[config.mk]
export PLATFORM = sky130hd
export DESIGN_NAME = inorm
export DESIGN_NICKNAME = d
export VERILOG_FILES = /design/src/rtl/inorm.sv
export SDC_FILE = /design/constraint.sdc
export NUM_CORES = 1
export LEC_CHECK = 0
export CAP_MARGIN = 0
export CORE_MARGIN = 5
export CORE_UTILIZATION = 48
export CTS_CLUSTER_DIAMETER = 30
export DETAILED_ROUTE_END_ITERATION = 7
export GPL_TIMING_DRIVEN = 0
export MAX_ROUTING_LAYER = met4
export PLACE_DENSITY = 0.86
export SYNTH_ARGS = -nofsm -noshare
export SYNTH_HDL_FRONTEND = slang
export SYNTH_SLANG_ARGS = --single-unit
[constraint.sdc]
create_clock -name clk -period 3.5 [get_ports clk]
set_input_delay 0.7 -clock clk [delete_from_list [all_inputs] [get_ports clk]]
set_output_delay 0.7 -clock clk [all_outputs]
set_load 0.03 [all_outputs]
[src/rtl/inorm.sv]
// ============================================================================
// Module   : inorm
// Purpose  : Iterative normalizer. Shifts an operand left until it is
//            normalized and reports the shift count. Provides count leading
//            zeros (unsigned mode) or count redundant sign bits (signed
//            mode) for the Forth core's normalize words. It uses the same
//            go/busy handshake as the iterative shifter.
// Revision : 1.0 - initial release
// ----------------------------------------------------------------------------
// Ports
//   clk   in   1      clock, rising edge
//   arstn in   1      asynchronous reset, active low
//   busy  out  1      operation in progress; go is ignored while high
//   go    in   1      start request, sampled on rising clk
//   sgn   in   1      0 = unsigned (leading zeros), 1 = signed (sign bits)
//   a     in   WIDTH  operand
//   y     out  WIDTH  normalized result (a << cnt)
//   cnt   out  7      left-shift count applied, 0..WIDTH
//   zero  out  1      operand was all-zero
// ----------------------------------------------------------------------------
// Parameters
//   WIDTH  datapath width, 32..64 (default 32)
// ----------------------------------------------------------------------------
// Build option
//   INORM_CHUNK_EN  When defined, the block takes 6-bit steps while that is
//                   safe, then 1-bit steps. When undefined, it takes only
//                   1-bit steps. Results are identical in both builds; only
//                   latency differs.
// ============================================================================
`default_nettype none

module inorm #(
    parameter int WIDTH = 32
) (
    input  logic             clk,
    input  logic             arstn,
    output logic             busy,
    input  logic             go,
    input  logic             sgn,
    input  logic [WIDTH-1:0] a,
    output logic [WIDTH-1:0] y,
    output logic [6:0]       cnt,
    output logic             zero
);

    // ------------------------------------------------------------------------
    // State encoding
    // ------------------------------------------------------------------------
    localparam logic [0:0] IDLE = 1'b0;
    localparam logic [0:0] RUN  = 1'b1;

    // Count reported for an all-zero operand. A signed zero has WIDTH-1
    // redundant sign bits; an unsigned zero has WIDTH leading zeros.
    localparam logic [6:0] C_ZERO_CNT_U = 7'(WIDTH);
    localparam logic [6:0] C_ZERO_CNT_S = 7'(WIDTH - 1);

    // ------------------------------------------------------------------------
    // Registers
    // ------------------------------------------------------------------------
    logic [0:0]       r_state;
    logic             r_mode;     // latched sgn for the running operation
    logic [WIDTH-1:0] r_y;
    logic [6:0]       r_cnt;
    logic             r_zero;

    // ------------------------------------------------------------------------
    // Combinational signals
    // ------------------------------------------------------------------------
    logic [0:0]       w_state_next;
    logic             w_mode_next;
    logic [WIDTH-1:0] w_y_next;
    logic [6:0]       w_cnt_next;
    logic             w_zero_next;

    logic             w_a_zero;
    logic             w_single_ok;
    logic             w_chunk_ok;
    logic             w_step_ok;

    assign w_a_zero = (a == '0);

    // A 1-bit shift is safe while the top bit is not yet significant. In
    // unsigned mode this means the MSB is zero. In signed mode it means the
    // MSB duplicates the bit below it.
    assign w_single_ok = r_mode ? (r_y[WIDTH-1] == r_y[WIDTH-2])
                                : ~r_y[WIDTH-1];

`ifdef INORM_CHUNK_EN
    // A 6-bit shift is safe only when all six bits it discards are
    // redundant. In signed mode the bit that becomes the new MSB must also
    // match them; that is why seven bits are compared. With this rule a
    // chunk never shifts past the normalized position.
    assign w_chunk_ok = r_mode ? (r_y[WIDTH-1:WIDTH-7] == {7{r_y[WIDTH-1]}})
                               : (r_y[WIDTH-1:WIDTH-6] == 6'b000000);
`else
    assign w_chunk_ok = 1'b0;
`endif

    assign w_step_ok = w_chunk_ok | w_single_ok;

    // ------------------------------------------------------------------------
    // FSM: state register
    // ------------------------------------------------------------------------
    always_ff @(posedge clk or negedge arstn) begin
        if (!arstn) begin
            r_state <= IDLE;
        end else begin
            r_state <= w_state_next;
        end
    end

    // ------------------------------------------------------------------------
    // FSM: next-state logic
    // ------------------------------------------------------------------------
    always_comb begin
        w_state_next = r_state;
        case (r_state)
            IDLE: begin
                // A zero operand is resolved in place, so busy never rises.
                if (go && !w_a_zero) begin
                    w_state_next = RUN;
                end
            end
            RUN: begin
                if (!w_step_ok) begin
                    w_state_next = IDLE;
                end
            end
            default: begin
                w_state_next = IDLE;
            end
        endcase
    end

    // ------------------------------------------------------------------------
    // FSM: outputs
    // ------------------------------------------------------------------------
    always_comb begin
        busy = (r_state == RUN);
    end

    // ------------------------------------------------------------------------
    // Datapath next-value logic
    // ------------------------------------------------------------------------
    always_comb begin
        w_mode_next = r_mode;
        w_y_next    = r_y;
        w_cnt_next  = r_cnt;
        w_zero_next = r_zero;
        case (r_state)
            IDLE: begin
                if (go) begin
                    w_mode_next = sgn;
                    if (w_a_zero) begin
                        w_y_next    = '0;
                        w_zero_next = 1'b1;
                        w_cnt_next  = sgn ? C_ZERO_CNT_S : C_ZERO_CNT_U;
                    end else begin
                        w_y_next    = a;
                        w_zero_next = 1'b0;
                        w_cnt_next  = 7'd0;
                    end
                end
            end
            RUN: begin
`ifdef INORM_CHUNK_EN
                if (w_chunk_ok) begin
                    w_y_next   = {r_y[WIDTH-7:0], 6'b000000};
                    w_cnt_next = r_cnt + 7'd6;
                end else if (w_single_ok) begin
                    w_y_next   = {r_y[WIDTH-2:0], 1'b0};
                    w_cnt_next = r_cnt + 7'd1;
                end
`else
                if (w_single_ok) begin
                    w_y_next   = {r_y[WIDTH-2:0], 1'b0};
                    w_cnt_next = r_cnt + 7'd1;
                end
`endif
                // When no step is allowed, y and cnt hold their final values.
            end
            default: begin
                w_y_next = r_y;
            end
        endcase
    end

    // ------------------------------------------------------------------------
    // Datapath registers
    // ------------------------------------------------------------------------
    always_ff @(posedge clk or negedge arstn) begin
        if (!arstn) begin
            r_mode <= 1'b0;
            r_y    <= '0;
            r_cnt  <= 7'd0;
            r_zero <= 1'b0;
        end else begin
            r_mode <= w_mode_next;
            r_y    <= w_y_next;
            r_cnt  <= w_cnt_next;
            r_zero <= w_zero_next;
        end
    end

    assign y    = r_y;
    assign cnt  = r_cnt;
    assign zero = r_zero;

endmodule

`default_nettype wire

==> Flow_metrics.wiki <==
== Flow metrics ==
{| class="wikitable"
! Metric !! Value
|-
| Clock buffer count from CTS || 5
|-
| Final global-route overflow total || 0
|-
| Type of destination of the critical path || flop
|-
| Number of cells traversed by the worst register-to-register path || 4
|-
| # clk buffers || 7
|-
| Critical path arrival || about 2.5 ns
|-
| Cells after synthesis || 203
|-
| Crit path DRT || 3.72 ns
|-
| Share of cell area taken by multi-input logic gates || ~33%
|-
| Synthesized net count || 240
|-
| Slack of the worst reg-to-reg path || 1.83 ns
|-
| Port Buffers || 76
|-
| Sequential cell area in the final layout || 1051 µm²
|-
| Post-CTS Hold Buffers || 0
|-
| Most used standard cells in the synthesized netlist || dfrtp_1, nand2_1, mux2i_1
|-
| Result of the run || finished clean
|-
| Clock group || 320 µW
|-
| Critical path startpoint || a[15]
|-
| Setup Crit Path Kind || in2reg
|-
| Largest net degree at the start of global routing || 41
|-
| Final std cells w/o fill || roughly 340
|-
| Standby leakage power || 1.376 nW
|-
| TritonCTS clock tree || done
|-
| Layout cell share with drive strength beyond 1 || 9.375%
|-
| Critical R2R Launch || y[30]
|-
| Final-report max-slew violation count || 0
|-
| Power spent charging and discharging nets || 1.346 mW
|}
-- state kept, by name, indices dropped and copies added, names as in the netlist --
signal / count
y: 32
cnt: 7
busy: 1
r_mode: 1
zero: 1
-- cell usage in the layout, fill, tap and decap left out, types with 5 or more instances in the layout --
| cell type | synthesis | routed |
|---|---|---|
| dfrtp_1 | 42 | 42 |
| o21ai_0 | 25 | 25 |
| nand4_1 | 6 | 6 |
| nor4_1 | 9 | 9 |
| o21ai_1 | 7 | 7 |
| clkdlybuf4s50_1 | 0 | 75 |
| clkbuf_8 | 0 | 6 |
| nand2_1 | 38 | 38 |
| mux2i_1 | 32 | 32 |
| buf_2 | 4 | 5 |
-- routing by layer --
metal,track usage (%),wire length [µm]
met1,25.00,2425
met2,29.46,2613
met3,5.504,374
met4,3.780,33
met5,-,0
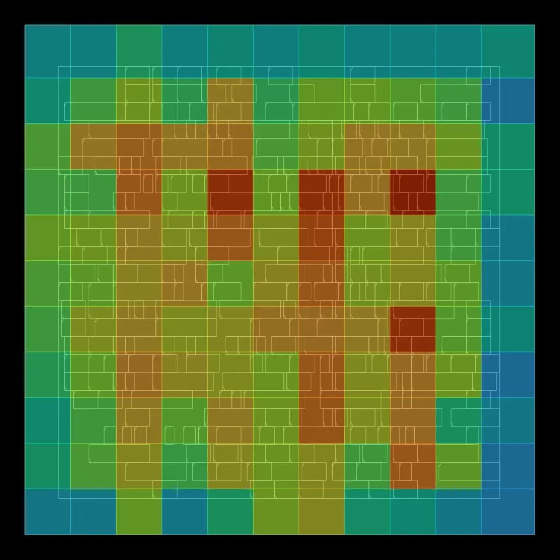
(images/congestion_map.png)
GRT met2 Usage: 29.46%
met1 track demand over resource in global routing: 25.00%
WL/cell: 16.02 µm
global-route met3 utilization: 5.504%

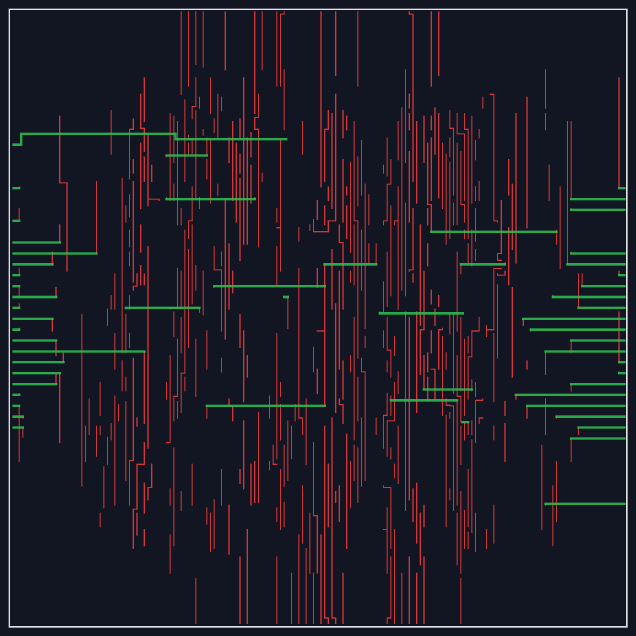
(images/layers.png)
Drawn at 8 px/µm. Only two layers are drawn.
color	layer	wire length
red	M2	2610 µm
green	M3	375 µm
overall via count from detail_route: 1889
wirelength, routed: 5447 µm
GRT Resource Usage Total: 18.98%

Power and IR drop assume default switching activity.
